Design wb_arbiter, sky130hd; sources not shown.
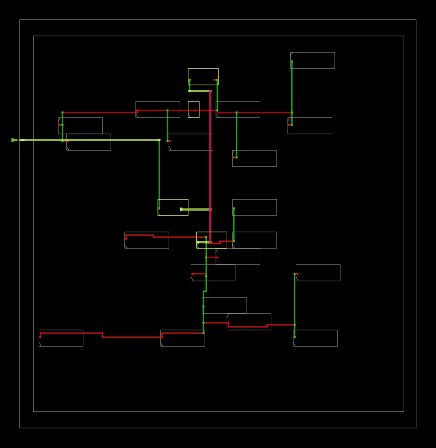
Run 1: clock wiring as the flow saved it
clock sink total: 19
final clock skew: 7.69 ps
Worst-Skew Late Latency: 260 ps
cts bufs inserted: 3
P_clk: 0.282 mW

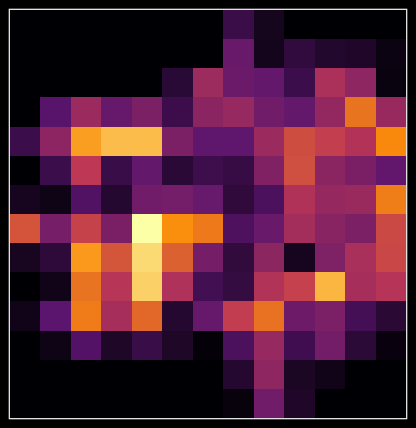
Run 1: wiring heat map
Scale: 6 px per um. The die is cut into 13 by 14 equal tiles; black is low, pale yellow is high, scaled to the fullest tile. Values are wire area over tile area, all layers added.
tiles over half the peak: 16%
emptiest ninth of the die: top left
nearly empty tiles: 26%
total number of vias: 918
WL/cell: 11.4 um
GRT Util Overall: 12.1%

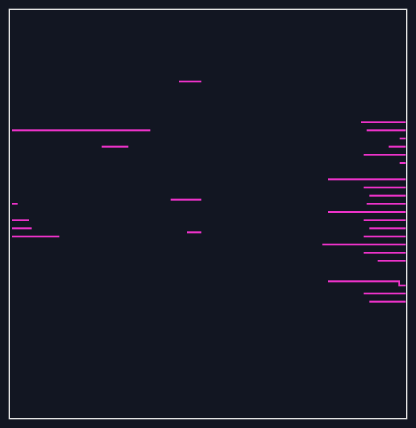
Run 1: met3 routing
Scale: 6 px per um.
main direction: horizontal
share of all routed wire: 7.8%
nets with wire on the layer: 27
wire length on this layer: 188 um
longest straight run: 22.8 um
met3 Usage GRT: 2.80%
WL final: 2420 um

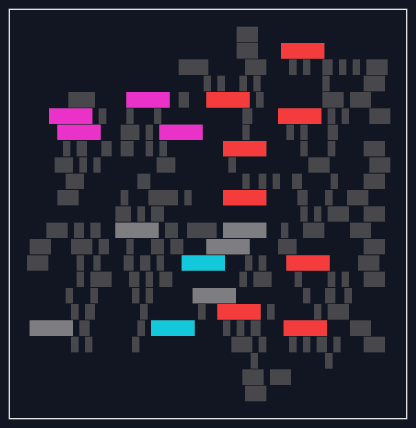
Run 1: sequential cells colored by netlist name
Scale: 6 px per um. Other sequential cells in the stronger gray, the rest of the logic in the fainter gray.
[hc] magenta | sequential cells: 4 | where: top left
[state] cyan | sequential cells: 2
[Y] red | sequential cells: 8
not colored: 5
flip-flop and latch area: 380 um^2
P_seq: 0.451 mW
Seq/total area: 29.3%
Final Core Density: 33.7%

==> results.cfg, run 1 <==
; physical design summary
[drt]
ant_nets = 0
wl_met3_um = 188

[cells_and_area]
largest_cell_class = multi-input combinational cells
logic_gates = 90
final_cell_mix = 47 x nand2_1, 30 x clkdlybuf4s50_1, 19 x dfxtp_1, 15 x nand3_1, 14 x inv_1
drive_above_1_share_pct = 8.02
mi_logic_area_um2 = 424

[yosys]
yosysTopAreaCellShare_pct = 42.9
synth_area_um2 = 886
ys_sh_xor_pct = 1.98
ys_area_um2 = 886
topCombFamilyByArea = simple AND/OR/NAND/NOR gates
synth.distinct_cells = 19
synth_flops = 19

[global_route]
grt_max_degree = 12
use_met2_pct = 20.7
grt_overflow = 0
grt_pass1_wl_um = 4210

[flow_run]
tool_warnings = 26

[worst_setup_path]
reg2regPathDepth = 8
arrival_ps = 1170

[cts]
cts_tree = built
cts_setup_buffers = 0

[outcome]
outcome = finished, final reports clean

[power]
p_sw_share_pct = 28.0
power_frac_clock_pct = 29.1
p_sw_mw = 0.272
finalPower_mw = 0.971

[floorplan]
tap_cells = 50
ios = 32
num_rows = 23

[final_timing]
layout_min_cycle_time_ps = 1460
finalHoldViolCount = 0
setup_ws_ps = 444
setup_viol = 0

[hold_path]
hold_path.class = register to register
## Run 2: what changed since run 1
--- a/config.mk
+++ b/config.mk
@@ -9,10 +9,10 @@
 export CAP_MARGIN = 25
 export CELL_PAD_IN_SITES_DETAIL_PLACEMENT = 1
 export CELL_PAD_IN_SITES_GLOBAL_PLACEMENT = 2
-export CORE_AREA = 2 2 64 66
+export CORE_AREA = 2 2 67 69
 export DETAILED_ROUTE_END_ITERATION = 8
-export DIE_AREA = 0 0 66 68
-export PLACE_DENSITY = 0.76
+export DIE_AREA = 0 0 69 71
+export PLACE_DENSITY = 0.7
 export RECOVER_POWER = 50
 export SLEW_MARGIN = 20
 export SYNTH_ARGS = -nofsm -noshare
==> constraint.sdc (replaced) <==
create_clock -name CLK -period 1.4 [get_ports CLK]
set_input_delay 0.21 -clock CLK [delete_from_list [all_inputs] [get_ports CLK]]
set_output_delay 0.21 -clock CLK [all_outputs]
set_load 0.01 [all_outputs]
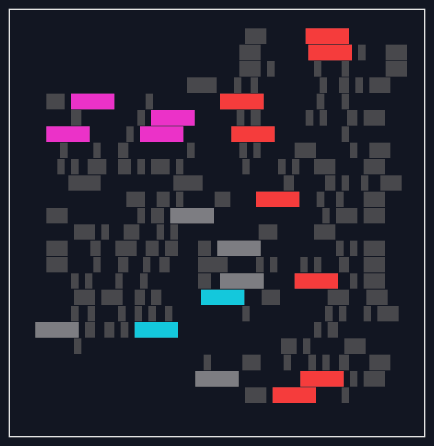
Run 2: sequential cells colored by netlist name
Scale: 6 px per um. Other sequential cells in the stronger gray, the rest of the logic in the fainter gray.
[hc] magenta | sequential cells: 4 | where: top left
[Y] red | sequential cells: 8
[state] cyan | sequential cells: 2
Final Core Density: 31.4%
P_seq: 0.616 mW
Seq/total area: 28.8%

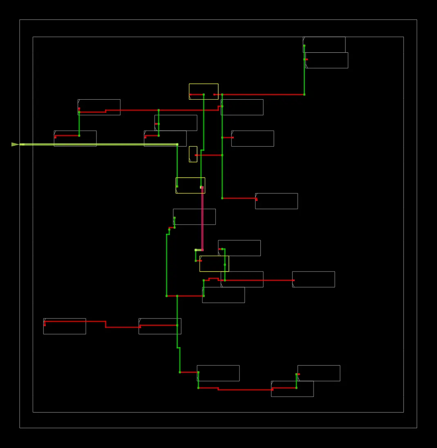
Run 2: clock wiring as the flow saved it
Worst-Skew Late Latency: 250 ps
final clock skew: 2.60 ps
Flops: 19
P_clk: 0.384 mW

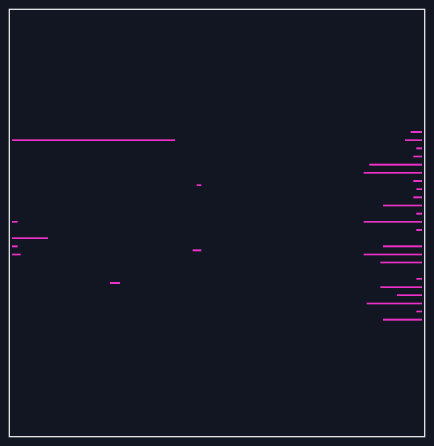
Run 2: met3 routing
Scale: 6 px per um.
wire length on this layer: 131 um
longest straight run: 26.9 um
total number of vias: 926
met3 Usage GRT: 2.28%

==> results.cfg, run 2 <==
; physical design summary
[hold_path]
hold_path.class = register to register

[yosys]
topCombFamilyByArea = simple AND/OR/NAND/NOR gates
synth_area_um2 = 886
ys_area_um2 = 886
synth.distinct_cells = 19
synth_flops = 19
ys_sh_xor_pct = 1.98

[cells_and_area]
drive_above_1_share_pct = 9.82
largest_cell_class = multi-input combinational cells
seq_area_um2 = 380

[floorplan]
tap_cells = 52
num_rows = 24

[drt]
ant_nets = 0
post_drt_wl_per_cell_um = 12.3
wl_met3_um = 131
routed_wl_um = 2650

[global_route]
grt_pass1_wl_um = 4690
track_usage_pct = 11.6
use_met2_pct = 19.8
grt_overflow = 0
grt_max_degree = 11

[power]
power_frac_clock_pct = 29.0
finalPower_mw = 1.32
p_sw_share_pct = 28.0

[final_timing]
finalHoldViolCount = 0
setup_viol = 0

[flow_run]
tool_warnings = 26

[worst_setup_path]
reg2regPathDepth = 6

[cts]
cts_buffers = 3
clock_sinks = 19

[outcome]
outcome = finished, final reports clean
## Run 3: what changed since run 2
--- a/config.mk
+++ b/config.mk
@@ -9,10 +9,10 @@
 export CAP_MARGIN = 25
 export CELL_PAD_IN_SITES_DETAIL_PLACEMENT = 1
 export CELL_PAD_IN_SITES_GLOBAL_PLACEMENT = 2
-export CORE_AREA = 2 2 67 69
+export CORE_AREA = 2 2 93 50
 export DETAILED_ROUTE_END_ITERATION = 8
-export DIE_AREA = 0 0 69 71
-export PLACE_DENSITY = 0.7
+export DIE_AREA = 0 0 95 52
+export PLACE_DENSITY = 0.71
 export RECOVER_POWER = 50
 export SLEW_MARGIN = 20
 export SYNTH_ARGS = -nofsm -noshare
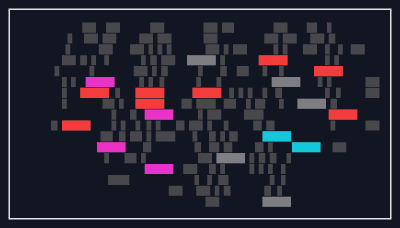
Run 3: sequential cells colored by netlist name
Scale: 4 px per um. Other sequential cells in the stronger gray, the rest of the logic in the fainter gray.
[hc] magenta | sequential cells: 4
[Y] red | sequential cells: 8
[state] cyan | sequential cells: 2
Seq/total area: 28.4%
Final Core Density: 32.0%
P_seq: 0.617 mW

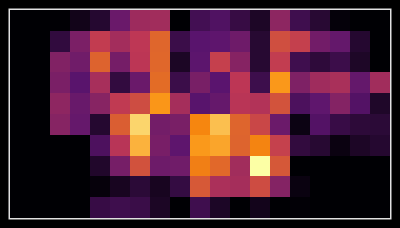
Run 3: wiring heat map
Scale: 4 px per um. The die is cut into 19 by 10 equal tiles; black is low, pale yellow is high, scaled to the fullest tile. Values are wire area over tile area, all layers added.
nearly empty tiles: 28%
tiles over half the peak: 18%
fullest tile: 0.34
WL/cell: 12.4 um
WL final: 2760 um
GRT Util Overall: 11.8%
total number of vias: 913

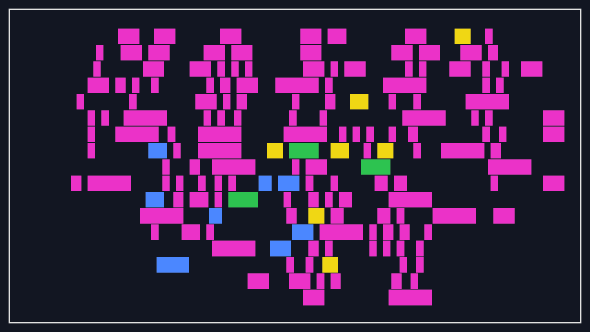
Run 3: sizing map
Scale: 6 px per um.
[x2] blue | cells: 8 | most used: nand3_2
[x1 and smaller] magenta | cells: 147 | most used: nand2_1
[x6 and larger] green | cells: 3 | most used: clkbuf_8
[x3 and x4] yellow | cells: 7 | most used: buf_4
final non-filler cell area: 1340 um^2
Setup WS post-layout: 59.7 ps
Area growth syn-to-layout: 51.3%

==> results.cfg, run 3 <==
; physical design summary
[floorplan]
ios = 32
num_rows = 17

[yosys]
netlist.top_cell.by_area = dfxtp_1
synth_flops = 19
yosysTopAreaCellShare_pct = 42.9
ys_area_um2 = 886
synth_area_um2 = 886
ys_sh_xor_pct = 1.98
topCombFamilyByArea = simple AND/OR/NAND/NOR gates
edf_count = 0
ys_sh_simple_pct = 39.7

[cts]
cts_tree = built
cts_setup_buffers = 0
clock_path_buffers = 2
clock_sinks = 19
clock_latency_ps = 250
cts.repair.resized = 2

[cells_and_area]
mi_logic_area_um2 = 432
largest_cell_class = multi-input combinational cells
final_cell_mix = 47 x nand2_1, 26 x clkdlybuf4s50_1, 19 x dfxtp_1, 14 x inv_1, 14 x nand3_1
clkbuf_count = 4
drive_above_1_share_pct = 10.9
ff_count = 19
logic_gates = 90
seq_area_um2 = 380

[global_route]
grt_overflow = 0
grtUsageMet3_pct = 2.61
use_met2_pct = 19.5
grt_max_degree = 11

[power]
p_sw_mw = 0.373
power_frac_clock_pct = 28.9
finalPower_mw = 1.33
p_sw_share_pct = 28.1
p_comb_share_pct = 24.7

[final_timing]
setup_viol = 0
layout_min_cycle_time_ps = 1340
fin_setup_tns_ps = 0
tightest_slew_ps = 330
finClkSkew_ps = 1.35

[hold_path]
min_path_cells = 2
hold_path.class = register to register

[flow_run]
maxCapViolations = 0
tool_warnings = 26

[outcome]
outcome = finished, final reports clean

[worst_setup_path]
arrival_ps = 1130
reg2regPathDepth = 6

[drt]
wl_met3_um = 55
wl_met2_um = 1330
ant_nets = 0
No activity file was given, so power comes from the tool's default toggle rates.
